### src/rtl/dac_spi_driver_pkg.sv
// Shared constants, FSM state type and word formatting for the dual-channel SPI DAC driver.
package dac_spi_driver_pkg;

   localparam int unsigned WORD_BITS = 16;
   localparam int unsigned CODE_BITS = 12;
   localparam int unsigned CMD_BITS  = WORD_BITS - CODE_BITS;

   localparam logic [CMD_BITS-1:0] CMD_LPF = 4'hC;
   localparam logic [CMD_BITS-1:0] CMD_HPF = 4'h4;

   typedef enum logic [1:0] {
      ST_IDLE   = 2'd0,
      ST_WORD_A = 2'd1,
      ST_GAP    = 2'd2,
      ST_WORD_B = 2'd3
   } state_t;

   // DAC frame word: command nibble followed by the 12-bit code
   function automatic logic [WORD_BITS-1:0] make_word(input logic [CMD_BITS-1:0]  cmd,
                                                      input logic [CODE_BITS-1:0] code);
      return {cmd, code};
   endfunction

endpackage

### src/rtl/dac_spi_driver_if.sv
// Sample handshake and SPI pin bundle between the filter wrapper and the DAC driver.
interface dac_spi_driver_if;
   logic        i_sample_vld;
   logic [15:0] i_lpf_16bit;
   logic [15:0] i_hpf_16bit;
   logic        i_clr_overrun;
   logic        o_dac_sclk;
   logic        o_dac_mosi;
   logic        o_dac_cs_n;
   logic        o_busy;
   logic        o_frame_done;
   logic        o_overrun;

   modport slave (
      input  i_sample_vld, i_lpf_16bit, i_hpf_16bit, i_clr_overrun,
      output o_dac_sclk, o_dac_mosi, o_dac_cs_n, o_busy, o_frame_done, o_overrun
   );

   modport master (
      output i_sample_vld, i_lpf_16bit, i_hpf_16bit, i_clr_overrun,
      input  o_dac_sclk, o_dac_mosi, o_dac_cs_n, o_busy, o_frame_done, o_overrun
   );
endinterface

### src/rtl/dac_spi_driver_shifter.sv
// 16-bit SPI word serialiser: CLK_DIV-cycle half periods, MSB first, CPOL=0.
module dac_spi_driver_shifter
   import dac_spi_driver_pkg::*;
#(
   parameter int unsigned CLK_DIV = 1
) (
   input  logic                 sys_clk,
   input  logic                 sys_rst_n,
   input  logic                 i_load,
   input  logic [WORD_BITS-1:0] i_word,
   output logic                 o_sclk,
   output logic                 o_mosi,
   output logic                 o_word_done_c
);

   localparam int unsigned PH_W  = (CLK_DIV > 1) ? $clog2(CLK_DIV) : 1;
   localparam int unsigned BIT_W = $clog2(WORD_BITS);

   logic [WORD_BITS-1:0] r_shift;
   logic [PH_W-1:0]      r_phase;
   logic [BIT_W-1:0]     r_bit;
   logic                 r_active;
   logic                 r_sclk;
   logic                 w_phase_end;

   assign w_phase_end   = r_active && (r_phase == PH_W'(CLK_DIV - 1));
   // Last edge of the 16th high phase: the top raises cs_n on this same edge
   assign o_word_done_c = w_phase_end && r_sclk && (r_bit == BIT_W'(WORD_BITS - 1));

   assign o_sclk = r_sclk;
   assign o_mosi = r_shift[WORD_BITS-1];

   always_ff @(posedge sys_clk or negedge sys_rst_n) begin
      if (!sys_rst_n) begin
         r_shift  <= '0;
         r_phase  <= '0;
         r_bit    <= '0;
         r_active <= 1'b0;
         r_sclk   <= 1'b0;
      end else if (i_load) begin
         r_shift  <= i_word;
         r_phase  <= '0;
         r_bit    <= '0;
         r_active <= 1'b1;
         r_sclk   <= 1'b0;
      end else if (r_active) begin
         if (!w_phase_end) begin
            r_phase <= PH_W'(r_phase + 1'b1);
         end else begin
            r_phase <= '0;
            if (!r_sclk) begin
               r_sclk <= 1'b1;
            end else if (o_word_done_c) begin
               r_active <= 1'b0;
               r_sclk   <= 1'b0;
               r_shift  <= '0;
            end else begin
               // Falling edge: next bit appears while sclk is low
               r_sclk  <= 1'b0;
               r_bit   <= BIT_W'(r_bit + 1'b1);
               r_shift <= {r_shift[WORD_BITS-2:0], 1'b0};
            end
         end
      end
   end

endmodule

### src/rtl/dac_spi_driver.sv
// LPF/HPF sample pair to dual-channel SPI DAC frame (word A then word B).
// Define DAC_SPI_OFFSET_BIN_EN to map two's complement inputs to offset-binary codes.
module dac_spi_driver
   import dac_spi_driver_pkg::*;
#(
   parameter int unsigned CLK_DIV = 1,
   parameter int unsigned CS_GAP  = 2
) (
   input  logic               sys_clk,
   input  logic               sys_rst_n,
   dac_spi_driver_if.slave    bus
);

   localparam int unsigned GAP_W = (CS_GAP > 1) ? $clog2(CS_GAP) : 1;

   state_t                r_state;
   state_t                w_state_nxt;
   logic [WORD_BITS-1:0]  r_hold_b;
   logic [GAP_W-1:0]      r_gap_cnt;
   logic [GAP_W-1:0]      w_gap_cnt_nxt;
   logic                  r_cs_n;
   logic                  w_cs_n_nxt;
   logic                  r_busy;
   logic                  w_busy_nxt;
   logic                  r_frame_done;
   logic                  w_frame_done_nxt;
   logic                  r_overrun;
   logic                  w_accept;
   logic                  w_load;
   logic [WORD_BITS-1:0]  w_load_word;
   logic                  w_word_done_c;
   logic                  w_sclk;
   logic                  w_mosi;
   logic [CODE_BITS-1:0]  w_code_lpf_c;
   logic [CODE_BITS-1:0]  w_code_hpf_c;
   logic                  w_unused_c;

`ifdef DAC_SPI_OFFSET_BIN_EN
   assign w_code_lpf_c = {~bus.i_lpf_16bit[15], bus.i_lpf_16bit[14:4]};
   assign w_code_hpf_c = {~bus.i_hpf_16bit[15], bus.i_hpf_16bit[14:4]};
`else
   assign w_code_lpf_c = bus.i_lpf_16bit[15:4];
   assign w_code_hpf_c = bus.i_hpf_16bit[15:4];
`endif

   // Sub-LSB input bits are below DAC resolution
   assign w_unused_c = ^{bus.i_lpf_16bit[3:0], bus.i_hpf_16bit[3:0]};

   dac_spi_driver_shifter #(
      .CLK_DIV (CLK_DIV)
   ) u_shifter (
      .sys_clk       (sys_clk),
      .sys_rst_n     (sys_rst_n),
      .i_load        (w_load),
      .i_word        (w_load_word),
      .o_sclk        (w_sclk),
      .o_mosi        (w_mosi),
      .o_word_done_c (w_word_done_c)
   );

   always_ff @(posedge sys_clk or negedge sys_rst_n) begin
      if (!sys_rst_n) begin
         r_state <= ST_IDLE;
      end else begin
         r_state <= w_state_nxt;
      end
   end

   always_comb begin
      w_state_nxt      = r_state;
      w_gap_cnt_nxt    = r_gap_cnt;
      w_cs_n_nxt       = r_cs_n;
      w_busy_nxt       = r_busy;
      w_frame_done_nxt = 1'b0;
      w_accept         = 1'b0;
      w_load           = 1'b0;
      w_load_word      = r_hold_b;
      case (r_state)
         ST_IDLE: begin
            if (bus.i_sample_vld) begin
               w_accept    = 1'b1;
               w_load      = 1'b1;
               w_load_word = make_word(CMD_LPF, w_code_lpf_c);
               w_cs_n_nxt  = 1'b0;
               w_busy_nxt  = 1'b1;
               w_state_nxt = ST_WORD_A;
            end
         end
         ST_WORD_A: begin
            if (w_word_done_c) begin
               w_cs_n_nxt    = 1'b1;
               w_gap_cnt_nxt = '0;
               w_state_nxt   = ST_GAP;
            end
         end
         ST_GAP: begin
            if (r_gap_cnt == GAP_W'(CS_GAP - 1)) begin
               w_load      = 1'b1;
               w_cs_n_nxt  = 1'b0;
               w_state_nxt = ST_WORD_B;
            end else begin
               w_gap_cnt_nxt = GAP_W'(r_gap_cnt + 1'b1);
            end
         end
         ST_WORD_B: begin
            if (w_word_done_c) begin
               w_cs_n_nxt       = 1'b1;
               w_busy_nxt       = 1'b0;
               w_frame_done_nxt = 1'b1;
               w_state_nxt      = ST_IDLE;
            end
         end
         default: begin
            w_state_nxt = ST_IDLE;
         end
      endcase
   end

   // Holding register, framing outputs and sticky overrun (set beats clear)
   always_ff @(posedge sys_clk or negedge sys_rst_n) begin
      if (!sys_rst_n) begin
         r_hold_b     <= '0;
         r_gap_cnt    <= '0;
         r_cs_n       <= 1'b1;
         r_busy       <= 1'b0;
         r_frame_done <= 1'b0;
         r_overrun    <= 1'b0;
      end else begin
         if (w_accept) begin
            r_hold_b <= make_word(CMD_HPF, w_code_hpf_c);
         end
         r_gap_cnt    <= w_gap_cnt_nxt;
         r_cs_n       <= w_cs_n_nxt;
         r_busy       <= w_busy_nxt;
         r_frame_done <= w_frame_done_nxt;
         r_overrun    <= (bus.i_sample_vld & r_busy) | (r_overrun & ~bus.i_clr_overrun);
      end
   end

   assign bus.o_dac_sclk   = w_sclk;
   assign bus.o_dac_mosi   = w_mosi;
   assign bus.o_dac_cs_n   = r_cs_n;
   assign bus.o_busy       = r_busy;
   assign bus.o_frame_done = r_frame_done;
   assign bus.o_overrun    = r_overrun;

endmodule
### src/flat_wrapper.sv
// flat-port wrapper written by rule: the top's interface ports become plain ports
module dac_spi_driver_flat import dac_spi_driver_pkg::*;
#(
   parameter int unsigned CLK_DIV = 1,
   parameter int unsigned CS_GAP  = 2
)
  (sys_clk, sys_rst_n, bus_i_sample_vld, bus_i_lpf_16bit, bus_i_hpf_16bit, bus_i_clr_overrun, bus_o_dac_sclk, bus_o_dac_mosi, bus_o_dac_cs_n, bus_o_busy, bus_o_frame_done, bus_o_overrun);
  dac_spi_driver_if bus_i ();
  input  logic sys_clk;
  input  logic sys_rst_n;
  input wire logic [$bits(bus_i.i_sample_vld)-1:0] bus_i_sample_vld;
  input wire logic [$bits(bus_i.i_lpf_16bit)-1:0] bus_i_lpf_16bit;
  input wire logic [$bits(bus_i.i_hpf_16bit)-1:0] bus_i_hpf_16bit;
  input wire logic [$bits(bus_i.i_clr_overrun)-1:0] bus_i_clr_overrun;
  output wire logic [$bits(bus_i.o_dac_sclk)-1:0] bus_o_dac_sclk;
  output wire logic [$bits(bus_i.o_dac_mosi)-1:0] bus_o_dac_mosi;
  output wire logic [$bits(bus_i.o_dac_cs_n)-1:0] bus_o_dac_cs_n;
  output wire logic [$bits(bus_i.o_busy)-1:0] bus_o_busy;
  output wire logic [$bits(bus_i.o_frame_done)-1:0] bus_o_frame_done;
  output wire logic [$bits(bus_i.o_overrun)-1:0] bus_o_overrun;
  assign bus_i.i_sample_vld = bus_i_sample_vld;
  assign bus_i.i_lpf_16bit = bus_i_lpf_16bit;
  assign bus_i.i_hpf_16bit = bus_i_hpf_16bit;
  assign bus_i.i_clr_overrun = bus_i_clr_overrun;
  assign bus_o_dac_sclk = bus_i.o_dac_sclk;
  assign bus_o_dac_mosi = bus_i.o_dac_mosi;
  assign bus_o_dac_cs_n = bus_i.o_dac_cs_n;
  assign bus_o_busy = bus_i.o_busy;
  assign bus_o_frame_done = bus_i.o_frame_done;
  assign bus_o_overrun = bus_i.o_overrun;
  dac_spi_driver #(.CLK_DIV(CLK_DIV), .CS_GAP(CS_GAP)) u_core (.sys_clk(sys_clk), .sys_rst_n(sys_rst_n), .bus(bus_i));
endmodule
### config.mk
export PLATFORM = sky130hd
export DESIGN_NAME = dac_spi_driver_flat
export DESIGN_NICKNAME = d
export VERILOG_FILES = /design/src/rtl/dac_spi_driver_pkg.sv /design/src/rtl/dac_spi_driver_if.sv /design/src/rtl/dac_spi_driver_shifter.sv /design/src/rtl/dac_spi_driver.sv /design/src/flat_wrapper.sv
export SDC_FILE = /design/constraint.sdc
export NUM_CORES = 1
export LEC_CHECK = 0
export CAP_MARGIN = 0
export CORE_UTILIZATION = 51
export CTS_BUF_LIST = sky130_fd_sc_hd__clkbuf_16
export DETAILED_ROUTE_END_ITERATION = 8
export GPL_TIMING_DRIVEN = 0
export PLACE_DENSITY = 0.84
export SLEW_MARGIN = 20
export SYNTH_ARGS = -nofsm -noshare
export SYNTH_HDL_FRONTEND = slang
export SYNTH_SLANG_ARGS = --single-unit
### constraint.sdc
create_clock -name sys_clk -period 2.2 [get_ports sys_clk]
set_input_delay 0.22 -clock sys_clk [delete_from_list [all_inputs] [get_ports sys_clk]]
set_output_delay 0.22 -clock sys_clk [all_outputs]
set_load 0.01 [all_outputs]
==> flow_summary.json, run 1 <==
{
  "outcome": "finished clean",
  "top_cell_area_share_pct": 48.1,
  "logic_area_um2": 985,
  "comb_power_share_pct": 42.0,
  "grt_pass1_wl_um": 8700,
  "dieArea_um2": 4550,
  "tool_warnings": 37,
  "r2r_slack_ns": 0.35,
  "hold_end": "u_core.bus.o_overrun",
  "grt_usage_pct": 26.1,
  "slowest_stage": "dfrtp_1",
  "met2_length_um": 2520,
  "rr_startpoint": "u_core.r_state[0]",
  "gp_congestion": 0.806,
  "comb_share_pct": 35.6,
  "reg2reg_depth": 6,
  "path_depth": 6,
  "ys_cells": 226,
  "drive_above_1_share_pct": 12.3,
  "final_cell_mix": "nand2_1, dfrtp_1, clkdlybuf4s50_1",
  "synth_area_per_cell_um2": 9.67,
  "drv_cap": 0,
  "largest_class": "flip-flops and latches",
  "worst_slew_pin_slew_ns": 0.518,
  "vias_per_cell": 5.81,
  "synth-edff-count": 0,
  "nets": 308,
  "post-place-ws_ns": 0.376,
  "synthCells": 226,
  "cts_sinks": 43,
  "buf_share_pct": 16.4,
  "path_max_fanout": 10,
  "clockBufferDepth": 2,
  "die_x_um": 67.5,
  "cp.required_ns": 2.35,
  "p_seq_share_pct": 35.5,
  "critPathLaunchType": "flop",
  "yosysChipArea_um2": 2180,
  "crit_path_cell_trace": "inv_1, ha_1, clkbuf_1, a22oi_1, o311ai_1, o41ai_2",
  "post_cts_buffers": 0,
  "ios": 42,
  "clock-root-buffer": "clkbuf_16",
  "cp_num_buf_inv": 2,
  "cpPeakStageDelay_ns": 0.43,
  "topRoutingLayerUsed": "met4",
  "ys_sh_mux_pct": 0.458,
  "ys_warn_count": 0,
  "first_global_vias": 1872,
  "min-delay-start": "bus_i_sample_vld",
  "worstHoldPathType": "in2reg",
  "power.group.top": "combinational cells",
  "synth_top_cell_by_count": "nand2_1",
  "ys_top_cells_by_area": "dfrtp_1, nand2_1, ha_1, nand3_1, nor2_1",
  "critPathLaunch": "u_core.r_state[0]",
  "internal_power_mw": 2.33,
  "numCtsBuffers": 5,
  "cp_top_family": "buffers and inverters",
  "rsz0062_at_grt": "no",
  "dieHeight_um": 67.5,
  "vdd_drop_max_mv": 0.620,
  "buffers_excl_clock": 50,
  "adder_share_pct": 2.86,
  "flop_area_um2": 1080,
  "synth_flops": 43,
  "common_cells": "nand2_1, dfrtp_1, nor2_1",
  "ys_types": 47,
  "worstSetupPathType": "reg2reg",
  "hold_viol_final": 0,
  "diodes": 0,
  "postSynthSeqShare_pct": 49.3,
  "place_inst": 309,
  "setup-tns-final_ns": 0,
  "p_seq_mw": 1.31,
  "netlist_area_um2": 2180,
  "powerDensity_nw_per_um2": 1340,
  "layout_setup_ws_ns": 0.351,
  "setup_viol": 0,
  "ant_nets": 0,
  "hold_slack_ns": 0.273,
  "cts_hold_buffers": 1,
  "finalCritPeriodShare_pct": 84.1,
  "htreeDepth": 2,
  "fmax_mhz": 541,
  "regMostFlops": "u_core.u_shifter.r_shift",
  "critPathCaptureType": "flop",
  "ff_type": "dfrtp_1",
  "r2r_end": "u_core.u_shifter.r_bit[2]",
  "drc_errors": 0,
  "use_met3_pct": 5.74,
  "power.switching_mw": 1.37,
  "top_logic_kind": "simple AND/OR/NAND/NOR gates",
  "relSlewSlack_pct": 65.4,
  "syn2layout_area_growth_pct": 26.7,
  "tap-cell-count": 50,
  "min_period_ns": 1.85,
  "arrival_ns": 2.00,
  "port_buffers": 32,
  "routed-wl-met3_um": 256,
  "met1_length_um": 2140,
  "grt_max_degree": 24,
  "routedWlPerCell_um": 15.8,
  "p_clk_share_pct": 22.5,
  "placedInstanceArea_um2": 2590,
  "n_fill_cell": 331,
  "drt-total-wl_um": 5010,
  "clock-skew-final_ns": 0.00276,
  "coreArea_um2": 4060,
  "mostFrequentLayoutCell": "nand2_1",
  "firstDrtPassIters": 4,
  "largest_reg_flops": 16,
  "place_hpwl_um": 3560,
  "logic_gate_count": 161,
  "power_clock_mw": 0.833,
  "cts_tree": "built",
  "cts_resized": 0,
  "reg.largest.list": "u_core.u_shifter.r_shift (16), u_core.r_hold_b (13), u_core.u_shifter.r_bit (4)",
  "drv_slew": 0,
  "async_reset_ff_share_pct": 100,
  "clk_share_pct": 6.10,
  "inverters_excl_clock": 6,
  "drtIter0Drc": 140,
  "vias": 1847,
  "xor_area_share_pct": 0.401,
  "clk_pin_slew_ns": 0.06,
  "fp_nets": 267,
  "postLayoutCellArea_um2": 2770,
  "gr-total-overflow": 0,
  "hold_depth": 3,
  "yosys.area_share.simple_pct": 24.7,
  "yosys.area.top_type": "dfrtp_1",
  "final_cells": 318,
  "initial_core_util_pct": 53.8,
  "seq-cell-share_pct": 38.9,
  "antenna_found_initial": 0
}
Figure 1. Pin placement (run 1).
Drawn at 8 px/um. Pins as bars across the die edge, other pins in gray.
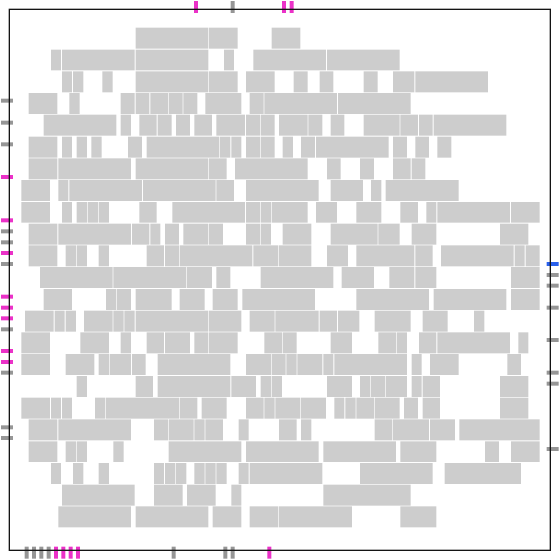
Blue shows `bus_o_overrun`, pins 1, direction output, edge right. Magenta shows `bus_i_lpf_16bit`, pins 16, direction input, edge 8 left, 5 bottom, 3 top.
All pins by edge: 18 left, 12 bottom, 8 right, 4 top.

Figure 2. Track usage over the die (run 1).
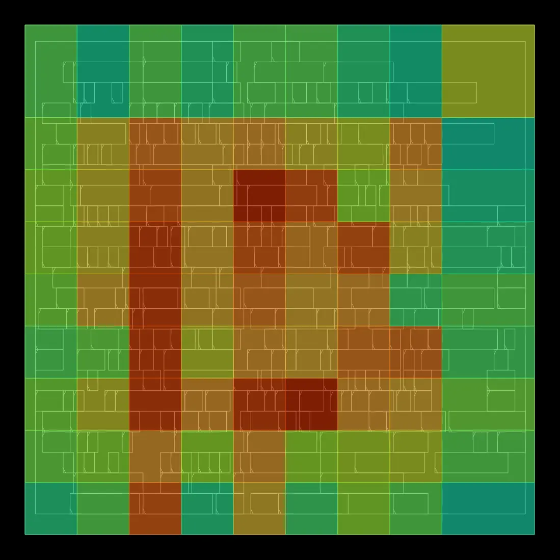
busiest layer in global routing: met2
M2 GR Usage: 44.3%
met1 usage in global routing: 32.0%
final core occ: 68.2%

Figure 3. Zoomed window (run 1).
Region (21, 8) to (46, 33) um. Cells in gray, sequential cells in the stronger gray; small squares are vias.
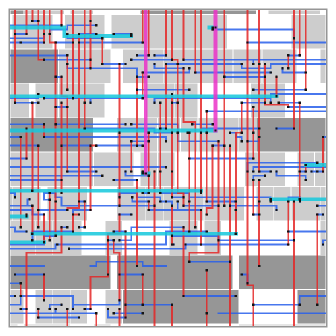
Red shows M2. Blue shows M1. Cyan shows M3. Magenta shows M4.
Netlist names of flops here include `u_core.r_hold_b` (2), `u_core.u_shifter.r_shift` (2). 50 logic cells have their middle in the window. Sequential cells in the window: 6. Most frequent: nand2_1 (8), dfrtp_1 (6), a311oi_1 (5).

Figure 4. Logic cells by family (run 1).
Drawn at 4 px/um.
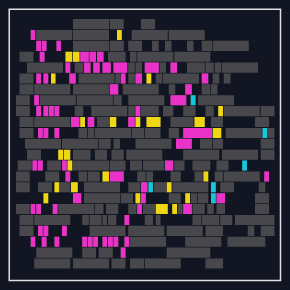

## Run 2: what changed since run 1
==> constraint.sdc (replaced) <==
create_clock -name sys_clk -period 1.8 [get_ports sys_clk]
set_input_delay 0.18 -clock sys_clk [delete_from_list [all_inputs] [get_ports sys_clk]]
set_output_delay 0.18 -clock sys_clk [all_outputs]
set_load 0.01 [all_outputs]
Figure 5. Logic cells by family (run 2).
Drawn at 4 px/um.
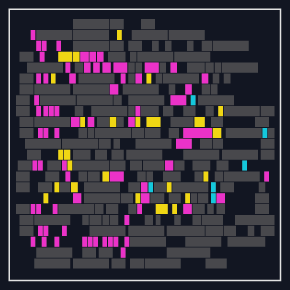
Cyan shows inv cells, cells 6. Magenta shows nand cells, cells 69. Yellow shows nor cells, cells 25.

==> run 2 against run 1 <==
Net effect: first-iteration DRC count is 7.9% higher; critical path depth stayed put; final cell count stayed put; critical path type unchanged; largest power group unchanged.
==> flow_summary.json, run 2 <==
{
  "outcome": "finished clean",
  "power.group.top": "combinational cells",
  "comb_power_share_pct": 42.6,
  "seq-cell-share_pct": 38.6,
  "tap-cell-count": 50,
  "drtIter0Drc": 151,
  "cts_tree": "built",
  "yosysChipArea_um2": 2180,
  "cp_num_buf_inv": 2,
  "finalCritPeriodShare_pct": 93.3,
  "synth_flops": 43,
  "synth-edff-count": 0,
  "regMostFlops": "u_core.u_shifter.r_shift",
  "gp_congestion": 0.806,
  "yosys.area_share.simple_pct": 24.7,
  "layout_setup_ws_ns": 0.121,
  "p_clk_share_pct": 22.2,
  "routedWlPerCell_um": 15.7,
  "clockBufferDepth": 2,
  "slowest_stage": "dfrtp_2",
  "hold_slack_ns": 0.247,
  "fin_util_pct": 68.8,
  "topRoutingLayerUsed": "met4",
  "netlist_area_um2": 2180,
  "critPathLaunchType": "flop",
  "cts_resized": 4,
  "nets": 308,
  "gr-total-overflow": 0,
  "n_fill_cell": 333,
  "worstHoldPathType": "in2reg",
  "vdd_drop_max_mv": 0.732,
  "cts_sinks": 43,
  "synth_top_cell_by_count": "nand2_1",
  "logic_gate_count": 161,
  "crit_path_cell_trace": "inv_1, ha_2, nand2_1, clkbuf_2, a311oi_1, o2bb2ai_1",
  "ys_warn_count": 0,
  "setup_viol": 0,
  "hold_depth": 3,
  "first_global_vias": 1876,
  "ys_cells": 226,
  "port_buffers": 32,
  "comb_share_pct": 35.9,
  "reg2reg_depth": 6,
  "place_inst": 309,
  "critPathCaptureType": "flop",
  "flop_area_um2": 1080,
  "drc_errors": 0,
  "logic_area_um2": 1000,
  "cp.required_ns": 1.97,
  "reg.largest.list": "u_core.u_shifter.r_shift (16), u_core.r_hold_b (13), u_core.u_shifter.r_bit (4)",
  "p_seq_mw": 1.61,
  "routed-wl-met3_um": 208,
  "ff_type": "dfrtp_1",
  "cp_top_family": "flip-flops",
  "drv_cap": 0,
  "grt_usage_pct": 26.3,
  "initial_core_util_pct": 53.8,
  "drv_slew": 0,
  "hold_end": "u_core.bus.o_overrun",
  "postSynthSeqShare_pct": 49.3,
  "clk_share_pct": 6.05,
  "fmax_mhz": 596,
  "final_cell_mix": "nand2_1, dfrtp_1, clkdlybuf4s50_1",
  "final_cells": 318,
  "top_usage_layer": "met2",
  "worstSetupPathType": "reg2reg",
  "drive_above_1_share_pct": 16.0,
  "inverters_excl_clock": 6,
  "mostFrequentLayoutCell": "nand2_1",
  "postLayoutCellArea_um2": 2790,
  "synthCells": 226,
  "syn2layout_area_growth_pct": 27.8,
  "relSlewSlack_pct": 66.4,
  "min-delay-start": "bus_i_sample_vld",
  "internal_power_mw": 2.87,
  "drt-total-wl_um": 4990,
  "largest_reg_flops": 16,
  "grt_pass1_wl_um": 8760,
  "power.switching_mw": 1.69,
  "vias_per_cell": 5.80,
  "numCtsBuffers": 5,
  "ios": 42,
  "placedInstanceArea_um2": 2590,
  "coreArea_um2": 4060,
  "powerDensity_nw_per_um2": 1630,
  "setup-tns-final_ns": 0,
  "met2_length_um": 2470,
  "worst_slew_pin_slew_ns": 0.504,
  "path_depth": 6,
  "met1_usage_pct": 32.2,
  "vias": 1844,
  "hold_viol_final": 0
}
No activity file was given, so power comes from the tool's default toggle rates.
